Figure 1. PDN straps and rails (run 1).
The bar under the picture is 50 um long. Pins as bars on the die edge. Tap cells in grey.
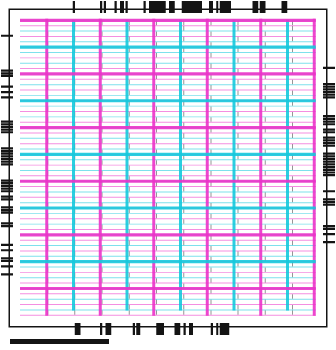
Figure 2. Cells coloured by class (run 1).
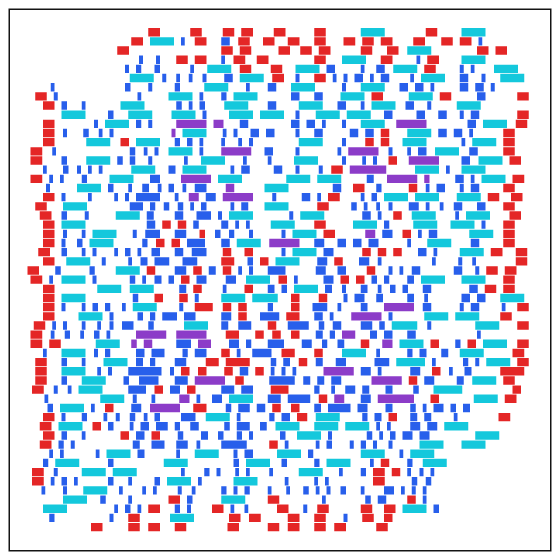
Figure 3. Routed clock nets over the placement (run 1).
The bar under the picture is 50 um long.
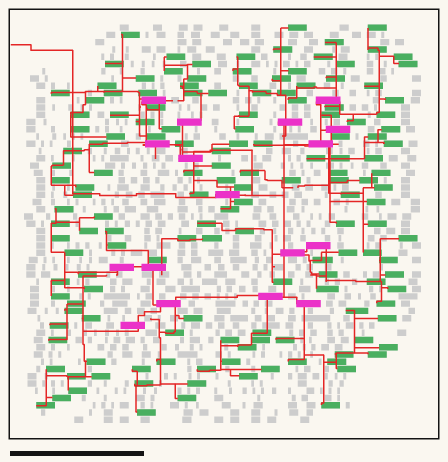
==> config.mk <==
export PLATFORM = sky130hd
export DESIGN_NAME = ijtag_scan_driver_flat
export DESIGN_NICKNAME = d
export VERILOG_FILES = /design/src/rtl/ijtag_pkg.sv /design/src/rtl/ijtag_scan_driver_if.sv /design/src/rtl/ijtag_scan_driver.sv /design/src/flat_wrapper.sv
export SDC_FILE = /design/constraint.sdc
export NUM_CORES = 1
export LEC_CHECK = 0
export CELL_PAD_IN_SITES_DETAIL_PLACEMENT = 2
export CELL_PAD_IN_SITES_GLOBAL_PLACEMENT = 2
export CORE_MARGIN = 5
export CORE_UTILIZATION = 29
export DETAILED_ROUTE_END_ITERATION = 10
export PLACE_DENSITY_LB_ADDON = 0.1
export SYNTH_ARGS = -nofsm -noshare
export SYNTH_HDL_FRONTEND = slang
export SYNTH_SLANG_ARGS = --single-unit
==> constraint.sdc <==
create_clock -name Clock -period 2.5 [get_ports Clock]
set_clock_uncertainty 0.05 [all_clocks]
set_input_delay 0.5 -clock Clock [delete_from_list [all_inputs] [get_ports Clock]]
set_output_delay 0.5 -clock Clock [all_outputs]
set_load 0.02 [all_outputs]
==> results.yml, run 1 <==
# synthesis and place-and-route metrics
run_status:
  outcome: "finished with violations"
  violations: "setup timing"
global_routing:
  antenna_found_initial: 0
  met1_usage_pct: 23.16
  top_usage_layer: "met2"
  grt_pass1_vias: 7298
  grt_use_met3_pct: 3.794
  met2_usage_pct: 34.14
  overflow: 0
  track_usage_pct: 18.94
  grt_start_max_net_pins: 62
yosys:
  ys_cells: 799
  synth.area.top_cells: "dfxtp_1 (47%), nand2_1 (9.6%), a22oi_1 (6.8%)"
  synth_warnings: 0
  top_area_share_pct: 47.08
  common_cells: "nand2_1 (167), dfxtp_1 (154), nor2_1 (94)"
  fp_nets: 876
  syn-cell-area_um2: 6549
  edf_count: 0
  ys_seq_elements: 154
  ff_type: "dfxtp_1"
  ys_types: 67
  ys_area_um2: 6549
  synthCells: 799
  postSynthSeqShare_pct: 47.08
  yosys.area.top_type: "dfxtp_1"
  top_cell: "nand2_1"
final_timing:
  timing.slew.headroom_pct: 21.13
  finalSetupViolations: 1
  max_freq_ghz: 0.3809
  hold_viol: 0
  fin_crit_sh_pct: 105.0
  worst_slack_ns: -0.1251
  fin_crit_ns: 2.625
  slew_violations: 0
  max_slew.worst_pin.slew_ns: 1.168
  rsz0062_at_grt: "true"
placed_design:
  port_buffers: 146
  place_area_um2: 8602
  hpwl_mm: 17.90
  place_ws_ns: -0.6069
  routabilityCongestion: 0.7992
power:
  power_density_nw_per_um2: 639.0
  power_frac_seq_pct: 43.3
  combPwrFrac_pct: 13.0
  p_switching_w: 0.001652
  pg_seq_w: 0.00262
  top_power_group: "clock"
  p_int_w: 0.004405
  switching_share_pct: 27.28
  pg_comb_w: 0.000787
  leakage_nw: 3.515
cells_and_area:
  comb-cell-share_pct: 34.85
  comb_cells: 575
  clkbuf_count: 18
  lay_top_cells: "nand2_1 (163), dfxtp_1 (150), clkdlybuf4s50_1 (144)"
  buffers: 227
  largest_class: "combinational gates"
  ff_count: 154
  layout.area.seq_um2: 3093
  fillers: 2451
  logic_area_um2: 3303
  inverters: 3
  layout-drive-gt1-share_pct: 15.84
  clk_share_pct: 6.217
  syn2layout_area_growth_pct: 44.75
  nonClkBufAreaFrac_pct: 22.43
  final_nets: 1055
  seqAreaFraction_pct: 32.63
  layout_top_cell: "nand2_1"
clock_network:
  htreeDepth: 4
  cts_setup_buffers: 0
  cts.repair.resized: 22
  cts_tree: "yes"
  cts-buffers-inserted: 17
  clkSlewWorstSetupHoldPaths_ns: 0.06
  cts_max_path_buffers: 2
  cts_root_buffer: "clkbuf_16"
min_path:
  hold_path_depth: 2
  hp-class: "flip-flop to flip-flop"
floorplan:
  io_pins: 147
  core.rowCount: 55
  die_area_um2: 25690
  initCoreUtil_pct: 29.19
  tap_cells: 285
setup_path:
  max_stage_delay_ns: 0.61
  required_ns: 2.70
  slowest_stage: "o21ai_0"
  setup.worst_path.end_class: "flip-flop"
  reg2reg_depth: 9
  crit_fanout: 6
  cp_top_family: "AND-OR/OR-AND gates"
  critPathLaunchType: "flip-flop"
  worst-path-buf-inv: 2
  worstSetupPathType: "flip-flop to flip-flop"
  critical_path.cell_chain: "nor3b_4, buf_6, nand2_1, o21ai_0, a211o_1, a311oi_2, nor4_2, buf_4, a211oi_2"
  cp.arrival_ns: 2.83
detailed_routing:
  wl_met1_mm: 11.29
  via_per_inst: 5.213
  wl_met2_mm: 13.10
  drt_iter0_markers: 251
  wl_mm: 25.33
  drc_errors: 0
  drtPass1Iterations: 4
  dr_total_vias: 6652
  antenna_left: 0
  highest_layer: "met4"
flow_run:
  max-cap-violations: 0
  warning_count: 27
-- Figure 1 (at the start) --
Cyan is VDD. Magenta is VSS.
The core has 55 rows. 147 signal pins sit on the boundary. 11 straps on met4. 56 met1 rails follow the rows.
Die Ht: 160.3 um
Worst VDD drop: 390.2 uV
Core Footprint: 22430 um^2
Die W: 160.3 um

-- Figure 2 (at the start) --
Purple is clock drivers and dummy loads, cells 32, share of their area 6.5%. Cyan is flops, cells 154, share of their area 34%. Red is other buffers and delay cells, cells 227, share of their area 23%. Blue is all other logic, cells 578, share of their area 36%.
utilization after layout: 42.25%
finished layout cell area: 9479 um^2

-- Figure 3 (at the start) --
Green is flip-flops, count 154. Red is clock wires, length 2200 um. Magenta is cells driving clock nets, count 17.
Position of the flops: spread over the die.
clock power share: 43.7%
Clock net power: 0.00265 W
clock latency on the worst-skew pair: 0.43 ns

-- run 1: kinds of logic (layout without fill, tap and decap cells) --
logic type / after synthesis / count (layout) / synth area share, %
multiplexers: 6 / 6 / 1.070
AND/OR/NAND/NOR: 339 / 339 / 22.83
flip-flops: 154 / 154 / 47.08
buffers and inverters: 70 / 262 / 4.949
AND-OR/OR-AND: 220 / 220 / 22.62
adder cells (fa/ha/maj): 2 / 2 / 0.3821
XOR/XNOR: 8 / 8 / 1.070
-- run 1: metrics by stage --
step	hold slack, ns	cells	power (W)
after floorplan	0.3809	799	0.003057
final	0.4068	1276	0.006057
after global routing	0.4317	1276	0.006294
after global placement	0.3921	1233	0.003378
after detailed placement	0.4033	1233	0.003413
after CTS	0.4129	1265	0.006072
==> run 2, diff against run 1 <==
--- a/config.mk
+++ b/config.mk
@@ -8,9 +8,12 @@
 export CELL_PAD_IN_SITES_DETAIL_PLACEMENT = 2
 export CELL_PAD_IN_SITES_GLOBAL_PLACEMENT = 2
 export CORE_MARGIN = 5
-export CORE_UTILIZATION = 29
+export CORE_UTILIZATION = 30
+export CTS_BUF_LIST = sky130_fd_sc_hd__clkbuf_2 sky130_fd_sc_hd__clkbuf_4 sky130_fd_sc_hd__clkbuf_8
 export DETAILED_ROUTE_END_ITERATION = 10
 export PLACE_DENSITY_LB_ADDON = 0.1
+export SETUP_SLACK_MARGIN = 0.5
 export SYNTH_ARGS = -nofsm -noshare
 export SYNTH_HDL_FRONTEND = slang
 export SYNTH_SLANG_ARGS = --single-unit
+export TNS_END_PERCENT = 50
==> run 2 against run 1 <==
  * Critical path depth fell by 1
  * The run now ends clean
  * Largest cell class unchanged
  * Global-route usage is 1.6 points higher
  * Synthesized area is the same
  * First-iteration DRC count is 9.2% lower
  * Via count up 0.11%
  * Highest routed layer unchanged
  * Non-clock buffer count increased by 4
==> results.yml, run 2 <==
# synthesis and place-and-route metrics
placed_design:
  dp.cells: 1225
  port_buffers: 146
  place_area_um2: 8607
  routabilityCongestion: 0.8158
  hpwl_mm: 18.09
final_timing:
  rsz0062_at_grt: "true"
  slew_violations: 0
  hold_viol: 0
  timing.slew.headroom_pct: 51.14
  finalSetupViolations: 0
  max_freq_ghz: 0.4137
  fin_crit_ns: 2.417
  fin_crit_sh_pct: 96.69
  max_slew.worst_pin.slew_ns: 0.7328
floorplan:
  core_um2: 21690
  io_pins: 147
  core.rowCount: 54
  tap_cells: 280
  die_height_um: 157.7
  die_area_um2: 24880
  die_w_um: 157.7
  initCoreUtil_pct: 30.19
clock_network:
  cts_setup_buffers: 10
  cts_root_buffer: "clkbuf_8"
  clkSlewWorstSetupHoldPaths_ns: 0.09
  htreeDepth: 4
  cts_max_path_buffers: 2
  cts-buffers-inserted: 17
  cts.repair.resized: 76
  cts_hold_buf: 0
  cts_tree: "yes"
  clock_latency_ns: 0.48
detailed_routing:
  drt_iter0_markers: 228
  via_per_inst: 5.227
  drc_errors: 0
  dr_total_vias: 6659
  drtPass1Iterations: 4
  antenna_left: 0
setup_path:
  critPathLaunchType: "flip-flop"
  setup.worst_path.end_class: "flip-flop"
  rrSetupSlack_ns: 0.08
  cp.arrival_ns: 2.77
  required_ns: 2.86
  reg2reg_depth: 8
  worstSetupPathType: "flip-flop to flip-flop"
  crit_fanout: 5
cells_and_area:
  layout-drive-gt1-share_pct: 19.22
  comb-cell-share_pct: 35.75
  inverters: 3
  final_nets: 1059
  buffers: 231
  lay_top_cells: "nand2_1 (164), dfxtp_1 (147), clkdlybuf4s50_1 (105)"
  final_cell_area_um2: 9682
  logic_area_um2: 3461
  fillers: 2368
  clkbuf_count: 17
  nonClkBufAreaFrac_pct: 24.15
  final_core_util_pct: 44.64
  seqAreaFraction_pct: 32.04
  ff_count: 154
  clk_share_pct: 4.329
  comb_cells: 575
  final_cells: 1274
  syn2layout_area_growth_pct: 47.84
  layout_top_cell: "nand2_1"
  layout.area.seq_um2: 3102
flow_run:
  max-cap-violations: 0
  warning_count: 29
yosys:
  aoi_share_pct: 22.62
  synth_warnings: 0
  synthCells: 799
  ys_seq_elements: 154
  simple_gate_area_share_pct: 22.83
  ys_area_um2: 6549
  mux_share_pct: 1.070
  ff_type: "dfxtp_1"
  synthTopLogicFamily: "simple AND/OR/NAND/NOR gates"
  fp_nets: 876
  ys_sh_xor_pct: 1.070
  yosys.area_share.adder_pct: 0.3821
  top_cell: "nand2_1"
  ys_types: 67
  edf_count: 0
  syn-cell-area_um2: 6549
  top_area_share_pct: 47.08
  synth.area.top_cells: "dfxtp_1 (47%), nand2_1 (9.6%), a22oi_1 (6.8%)"
  postSynthSeqShare_pct: 47.08
  ys_cells: 799
  yosys.area.top_type: "dfxtp_1"
  common_cells: "nand2_1 (167), dfxtp_1 (154), nor2_1 (94)"
global_routing:
  grt_start_max_net_pins: 66
  grt_pass1_vias: 7275
  overflow: 0
  antenna_found_initial: 0
power:
  combPwrFrac_pct: 15.3
  vdd_drop_max_uv: 308.1
  power_frac_seq_pct: 47.2
  switching_share_pct: 28.82
  pg_seq_w: 0.00262
  power_density_nw_per_um2: 573.7
  power_frac_clock_pct: 37.4
  p_switching_w: 0.001601
  power_w: 0.005554
  pg_comb_w: 0.000851
  top_power_group: "sequential cells"
  p_int_w: 0.003954
  clk-power_w: 0.00208
  leakage_nw: 4.218
min_path:
  hp-class: "input port to flip-flop"
  hold_path_depth: 2
run_status:
  outcome: "finished, final reports clean"
## run 2: through the flow
stage               TNS, ns  hold WS [ns]  worst slack, ns
CTS                       0        0.3884           0.1341
floorplan                 0        0.3809           0.2689
detailed placement   -1.433        0.3985          -0.6222
global route              0        0.4099          0.01644
finish                    0        0.4008          0.08264
global placement     -1.011        0.3911          -0.5177
## run 2: per-layer routing
| layer | wire length [um] | GRT usage [%] |
|---|---|---|
| met5 | 0 | 0 |
| met4 | 536 | 6.268 |
| met3 | 824 | 3.527 |
| met2 | 13550 | 37.07 |
| met1 | 11330 | 24.88 |
## run 2: worst max-delay path, cell delays in order (launching register included)
cell and delay (ns):
dfxtp_4 0.38, or2_4 0.30, o31ai_2 0.30, o21a_2 0.25, o21ai_1 0.10, or3_1 0.41, a211oi_2 0.28, nor4_4 0.09
a211oi_2 0.18
Figure 4. Routed metal, one colour a layer (run 2).
The bar under the picture is 50 um long. Two of the layers only.
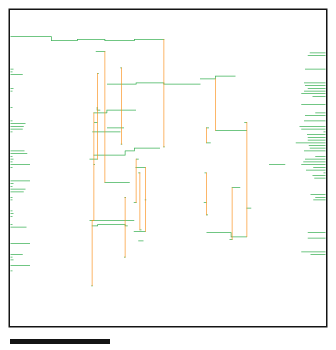
Green is met3, wire length 824 um. Orange is met4, wire length 537 um.
routed length per instance: 20.60 um
All-Layer GR Usage: 20.54%
final WL: 26.24 mm

Power is estimated from default activity; no workload was simulated.
